**src/rtl/path_delay_pulse_filter.sv**
```systemverilog
// ---------------------------------------------------------------------------
// path_delay_pulse_filter
//
// Cycle-based model of one module path (in => out). It has rise/fall delays
// and pulse reject/error limits. A two-entry schedule holds pending output
// transitions. Narrow pulses are dropped, or marked unknown (X). A third
// pending edge that finds both entries busy flushes the schedule and marks
// the output unknown.
//
// Ports
//   clk             sampling clock, all time counted in cycles
//   rst             synchronous active-high reset
//   in              path source, sampled every rising edge
//   rise_delay      delay for a 0->1 edge (0 behaves as 1)
//   fall_delay      delay for a 1->0 edge (0 behaves as 1)
//   reject_limit    pulses narrower than this are dropped
//   error_limit     pulses narrower than this (not rejected) give X;
//                   raised to reject_limit when smaller
//   ondetect        1: X at detection time, 0: X at the pulse's due time
//   out             delayed output value
//   out_x           output-unknown flag
//   pulse_rejected  one-cycle strobe, the cycle after a rejecting edge
//   pulse_error     one-cycle strobe, the cycle after an error/overflow edge
//   error_count     saturating count of error and overflow events
// ---------------------------------------------------------------------------
module path_delay_pulse_filter #(
    parameter int W = 8
) (
    input  logic         clk,
    input  logic         rst,
    input  logic         in,
    input  logic [W-1:0] rise_delay,
    input  logic [W-1:0] fall_delay,
    input  logic [W-1:0] reject_limit,
    input  logic [W-1:0] error_limit,
    input  logic         ondetect,
    output logic         out,
    output logic         out_x,
    output logic         pulse_rejected,
    output logic         pulse_error,
    output logic [W-1:0] error_count
);

    localparam logic [W-1:0] ONES  = {W{1'b1}};
    localparam logic [W-1:0] ONE_W = {{(W-1){1'b0}}, 1'b1};

    // rem: cycles left until the slot drives the output (matures at 1).
    // age: cycles since the slot's edge, saturating.
    typedef struct packed {
        logic         vld;
        logic         val;
        logic         x;
        logic [W-1:0] rem;
        logic [W-1:0] age;
    } slot_t;

    function automatic logic [W-1:0] sat_inc(input logic [W-1:0] v);
        sat_inc = (v == ONES) ? v : v + ONE_W;
    endfunction

    function automatic slot_t advance(input slot_t s);
        advance     = s;
        advance.rem = s.rem - ONE_W;
        advance.age = sat_inc(s.age);
    endfunction

    logic         in_q;
    logic         out_q, out_d;
    logic         out_x_q, out_x_d;
    slot_t        a_q, a_d;
    slot_t        b_q, b_d;
    logic         det_rej_q, det_rej_d;
    logic         det_err_q, det_err_d;
    logic         pulse_rejected_q;
    logic         pulse_error_q;
    logic [W-1:0] err_cnt_q, err_cnt_d;

    logic         in_edge;
    logic         a_mat, b_mat;
    logic         ovf;
    logic [W-1:0] elim;
    logic [W-1:0] s_age;
    slot_t        new_slot;

    always_comb begin
        in_edge      = in ^ in_q;
        new_slot.vld = 1'b1;
        new_slot.val = in;
        new_slot.x   = 1'b0;
        new_slot.rem = in ? rise_delay : fall_delay;
        if (new_slot.rem == '0) new_slot.rem = ONE_W;
        // Age 0 at load; after one advance it equals the edge-to-edge width.
        new_slot.age = '0;
        elim = (error_limit < reject_limit) ? reject_limit : error_limit;

        // Maturity first: the younger slot is applied last so it wins.
        a_mat   = a_q.vld && (a_q.rem == ONE_W);
        b_mat   = b_q.vld && (b_q.rem == ONE_W);
        out_d   = out_q;
        out_x_d = out_x_q;
        if (a_mat) begin
            out_d   = a_q.val;
            out_x_d = a_q.x;
        end
        if (b_mat) begin
            out_d   = b_q.val;
            out_x_d = b_q.x;
        end

        // Surviving slots, compacted so a_d is always the older one.
        a_d = '0;
        b_d = '0;
        if (a_q.vld && !a_mat) begin
            a_d = advance(a_q);
            if (b_q.vld && !b_mat) b_d = advance(b_q);
        end else if (b_q.vld && !b_mat) begin
            a_d = advance(b_q);
        end

        det_rej_d = 1'b0;
        det_err_d = 1'b0;
        ovf       = 1'b0;
        s_age     = b_d.vld ? b_d.age : a_d.age;

        if (in_edge) begin
            if (!a_d.vld) begin
                a_d = new_slot;
            end else if (s_age < reject_limit) begin
                det_rej_d = 1'b1;
                if (b_d.vld) b_d.vld = 1'b0;
                else         a_d.vld = 1'b0;
            end else if (s_age < elim) begin
                det_err_d = 1'b1;
                if (ondetect) begin
                    // The unknown pulse is replaced by the new edge at once.
                    out_x_d = 1'b1;
                    if (b_d.vld) b_d = new_slot;
                    else         a_d = new_slot;
                end else if (b_d.vld) begin
                    ovf = 1'b1;
                end else begin
                    a_d.x = 1'b1;
                    b_d   = new_slot;
                end
            end else if (b_d.vld) begin
                ovf = 1'b1;
            end else begin
                b_d = new_slot;
            end

            if (ovf) begin
                a_d       = new_slot;
                b_d       = '0;
                out_x_d   = 1'b1;
                det_err_d = 1'b1;
            end
        end

        err_cnt_d = det_err_d ? sat_inc(err_cnt_q) : err_cnt_q;
    end

    always_ff @(posedge clk) begin
        if (rst) begin
            in_q             <= 1'b0;
            out_q            <= 1'b0;
            out_x_q          <= 1'b0;
            a_q              <= '0;
            b_q              <= '0;
            det_rej_q        <= 1'b0;
            det_err_q        <= 1'b0;
            pulse_rejected_q <= 1'b0;
            pulse_error_q    <= 1'b0;
            err_cnt_q        <= '0;
        end else begin
            in_q             <= in;
            out_q            <= out_d;
            out_x_q          <= out_x_d;
            a_q              <= a_d;
            b_q              <= b_d;
            det_rej_q        <= det_rej_d;
            det_err_q        <= det_err_d;
            // Strobes appear the cycle after the detecting edge.
            pulse_rejected_q <= det_rej_q;
            pulse_error_q    <= det_err_q;
            err_cnt_q        <= err_cnt_d;
        end
    end

    assign out            = out_q;
    assign out_x          = out_x_q;
    assign pulse_rejected = pulse_rejected_q;
    assign pulse_error    = pulse_error_q;
    assign error_count    = err_cnt_q;

endmodule

```
**config.mk**
```make
export PLATFORM = sky130hd
export DESIGN_NAME = path_delay_pulse_filter
export DESIGN_NICKNAME = d
export VERILOG_FILES = /design/src/rtl/path_delay_pulse_filter.sv
export SDC_FILE = /design/constraint.sdc
export NUM_CORES = 1
export LEC_CHECK = 0
export CORE_MARGIN = 4
export CORE_UTILIZATION = 40
export DETAILED_ROUTE_END_ITERATION = 10
export DONT_BUFFER_PORTS = 1
export PLACE_DENSITY_LB_ADDON = 0.25
export SYNTH_ARGS = -nofsm -noshare
export SYNTH_HDL_FRONTEND = slang
export SYNTH_SLANG_ARGS = --single-unit
export TNS_END_PERCENT = 30
```
**constraint.sdc**
```tcl
create_clock -name clk -period 5 [get_ports clk]
set_input_delay 1 -clock clk [delete_from_list [all_inputs] [get_ports clk]]
set_output_delay 1 -clock clk [all_outputs]
set_load 0.02 [all_outputs]
```
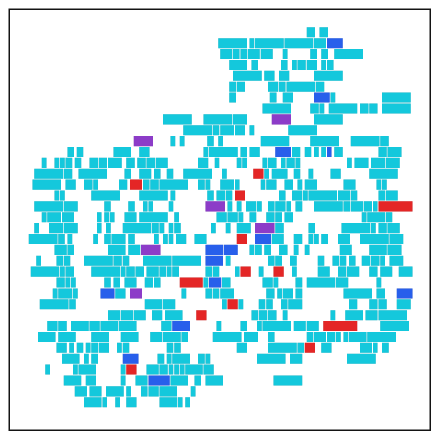
(images/sizes.png)
(4 px per um)
Key: blue = _2 cells [cells 14]; purple = _6 and larger [cells 6]; red = _3 and _4 cells [cells 13]; cyan = _0 and _1 cells [cells 438]

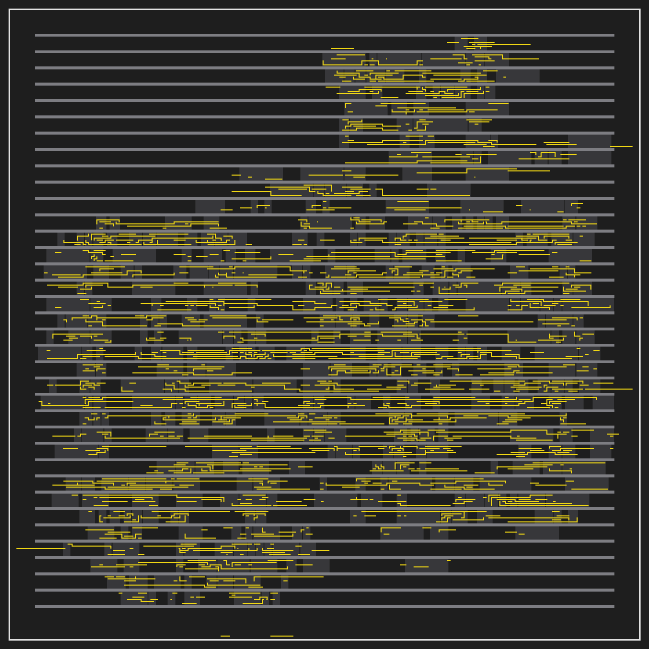
(images/layer_met1.png)
(6 px per um) Supply wires on this layer in grey. Cells faint in the background.
The longest straight run is 28.1 um. The wires run mostly horizontal. The layer carries 4,520 um of wire. The layer holds 45% of the routed length. 499 nets have wire on it.

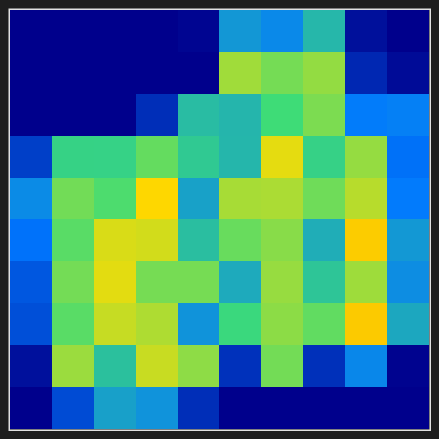
(images/cell_density.png)
(4 px per um) The die is cut into 10 by 10 equal tiles; dark blue is low, red is high, 0 to 100% covered.
The fullest tile reaches 77%. The mean over all tiles is 35%. 21% of the tiles are nearly empty.
Core Util at FP: 0.408
fin util: 0.433
core region area: 0.00920 sq mm

==> GITHUB_STEP_SUMMARY <==
### Metrics collected by this job

| Metric | Value |
|---|---|
| Count of final max-slew check failures | `0` |
| Max Fclk | `0.219 GHz` |
| Syn_area_per_cell | `7.98 sq um` |
| Via density | `6.12` |
| NetSw | `0.000275 W` |
| Final setup violation count | `0` |
| Area leader share | `0.283` |
| Launch point of the worst path | `b_q[8]$_SDFF_PP0_` |
| Number of cells in Yosys stat | `470` |
| Minimum clock period | `4560 ps` |
| Post-Route WL | `9.95 mm` |
| Yosys warns | `0` |
| CP delay by family, top | `AND-OR/OR-AND gates` |
| R2R Path End | `a_q[12]$_SDFF_PP0_` |
| Cell area leaders | `dfxtp_1 28%, ha_1 9.3%, nor2_1 5.2%` |
| Post-synth net total | `534` |
| Skew final | `12.7 ps` |
| R2r worst-path depth | `16` |
| GR Util All Layers | `0.185` |
| Clock power frac | `0.296` |
| Cycle use final | `0.913` |
| Pint | `0.000605 W` |
| Most frequent logic cell in the layout | `dfxtp_1` |
| Root Driver | `clkbuf_8` |
| Sequential area share after synthesis | `0.283` |
| Vias in the first global route | `3,483` |
| Crit-path cells | `ha_1 > nor4b_4 > a21boi_1 > buf_4 > nand2_1 > nor3_1 > a21oi_1 > ha_1 > a21o_1 > a21o_1 > a221oi_1 > nand2_1 > a21oi_4 > mux2i_1 > nand2_1 > o2bb2a_1` |
| Post-Syn Area | `0.00375 sq mm` |
| Tool warnings | `28` |
| CTS tree | `yes` |
| Top Layout Cells | `53 x dfxtp_1, 52 x nor2_1, 45 x nand2_1` |
| Reg2Reg Setup Slack | `440 ps` |
| Setup repair bufs after CTS | `0` |
| Max-Cap Viols | `0` |
| Slew Limit Headroom | `0.212` |
| First-pass DRT Iterations | `4` |
| Crit Path Max Fanout | `12` |
| Slew @ Worst Pin | `1180 ps` |
| Crit end category | `flip-flop` |
| Layout area overhead | `6.24%` |
| PortBufs | `0` |
| Initial antenna violation count | `0` |
| DRC | `0` |
| Chip area | `0.0110 sq mm` |
| TNS Setup | `0 ps` |
| Top cell by count, worst path | `nand2_1` |
| Area figure in the yosys stat output | `0.00375 sq mm` |
| CP bufs+invs | `1` |
| Worst-path clk slew | `110 ps` |
| Min-Delay Endpoint | `pulse_error$_SDFF_PP0_` |
| Critical Path Slowest Stage Cell | `a221oi_1` |
| Leak | `1.59 nW` |
| Antenna diode count | `0` |
| Final #Nets | `534` |
| Unrepaired setup endpoints after global routing | `no` |
| Post-Syn Instances | `470` |
| CP required | `5280 ps` |
| WL/cell | `17.1 um` |
| Clk buf depth | `2` |
| Global-route wire length before repair | `16.8 mm` |
| H-tree levels | `2` |
| Die Span X | `105 um` |
| Placed cell count | `574` |
| Dominant Register Cell | `dfxtp_1` |
| Post-synth EDFFs | `0` |
| I/O Pins | `48` |
| GP Congestion | `0.893` |
| Synth flops | `53` |
| RR Startpoint | `b_q[8]$_SDFF_PP0_` |
| Status | `finished, final reports clean` |
| Total gr overflow | `0` |
| Layout cells sized above 1 | `0.0701` |
| Min-delay src | `det_err_q$_SDFF_PP0_` |
| Clk_lat worst skew | `320 ps` |
| Worst path max stage delay | `500 ps` |
| Vias post-DR | `3,559` |
| Starting DRC count in detailed routing | `158` |
| Gate power share | `0.197` |
| Area leader, netlist | `dfxtp_1` |
| Flop pwr share | `0.508` |
| Detail Route Antenna Nets | `0` |
| Fin cells | `582` |
| Peak VDD IR | `0.109 mV` |
| Critical path startpoint category | `flip-flop` |
| Total Power | `0.000880 W` |
| CTS buffer count | `5` |
| Kind of critical path | `flip-flop to flip-flop` |
| Fin Hold WS | `453 ps` |
| WP data arrival | `4840 ps` |
| Sink Count | `53` |
| Row count | `35` |
| Synth unique cells | `67` |
| Die Y | `105 um` |
| Hold Fails Final Rpt | `0` |
| Hold path cells | `1` |
| Largest net degree at the start of global routing | `25` |
| Async SR Flop Fraction | `0` |
| Hold WC Path Type | `flip-flop to flip-flop` |
| HPWL Detailed | `7.76 mm` |
| Sw Share | `0.313` |
| Pwr per Cell Area | `221 mW/mm^2` |
-- state kept, by name, summed over array words and instances (netlist names) --
| signal | flops |
|---|---|
| error_count | 8 |
| pulse_error | 1 |
| b_q | 19 |
| out_x | 1 |
| det_err_q | 1 |
| a_q | 19 |
| det_rej_q | 1 |
| in_q | 1 |
| out | 1 |
| pulse_rejected | 1 |
-- metrics by stage --
stage | area, sq um | setup WS (ps)
finish | 3990 | 436
global route | 3990 | 121
CTS | 3980 | 398
detailed placement | 3880 | 167
global placement | 3880 | 247
floorplan | 3750 | 527
-- power by group through the flow --
stage / combinational [W] / sequential (W) / clock (W)
after global routing: 0.000196 / 0.000449 / 0.000284
after global placement: 0.000167 / 0.000455 / 0
final: 0.000173 / 0.000447 / 0.000260
after CTS: 0.000170 / 0.000446 / 0.000267
after floorplan: 0.000135 / 0.000453 / 0
after detailed placement: 0.000169 / 0.000455 / 0
-- how the worst max path moves through the flow --
stage	cells after the start	slack (ps)	to
3_3_place_gp	17	250	a_q[10]$_SDFF_PP0_
5_1_grt	16	120	a_q[8]$_SDFF_PP0_
6_report	16	440	a_q[12]$_SDFF_PP0_
4_1_cts	16	400	a_q[12]$_SDFF_PP0_
3_5_place_dp	17	170	a_q[12]$_SDFF_PP0_
2_1_floorplan	18	530	a_q[10]$_SDFF_PP0_
-- final cells by class --
class                           instances  area [sq um]
Tap cell                              111           139
Multi-Input combinational cell        382          2560
Clock inverter                          3          25.0
Timing Repair Buffer                    8          60.1
Fill cell                             940          5210
Clock buffer                            5          68.8
Inverter                               20          75.1
Sequential cell                        53          1060
-- timing repair --
action	in CTS	in global routing
hold buffers	0	0
gates resized	0	1
setup endpoints to repair	0	1
-- cell families after synthesis --
| logic type | after synthesis | synth area share |
|---|---|---|
| xor+xnor | 18 | 0.0420 |
| flops | 53 | 0.283 |
| compound gates | 130 | 0.243 |
| mux | 19 | 0.0513 |
| buf+inv | 35 | 0.0380 |
| simple gates | 187 | 0.250 |
| fa+ha+maj | 28 | 0.0934 |
-- routing by layer --
layer | wire, um | global-route usage | part of all wire | vias to the layer above
met4 | 187 | 0.0590 | 0.019 | 0
met5 | 0 | 0 | 0 | -
met2 | 4720 | 0.316 | 0.47 | 99
li1 | - | - | - | 1752
met3 | 524 | 0.0290 | 0.053 | 16
met1 | 4520 | 0.238 | 0.45 | 1692
-- cell usage after synthesis, types with 4 or more instances --
library cell  number
dfxtp_1           53
nor2_1            52
nand2_1           45
a21oi_1           32
ha_1              28
nand3_1           24
o21ai_0           19
inv_1             18
mux2i_1           17
nor3_1            15
o22ai_1           12
clkbuf_1          10
nand4_1           10
xnor2_1           10
a31oi_1            8
xor2_1             8
a21o_1             7
and3_1             6
and4_1             5
or3_1              5
a22oi_1            4
a32oi_1            4
nor2b_1            4
or4_1              4
Power and IR drop assume default switching activity.
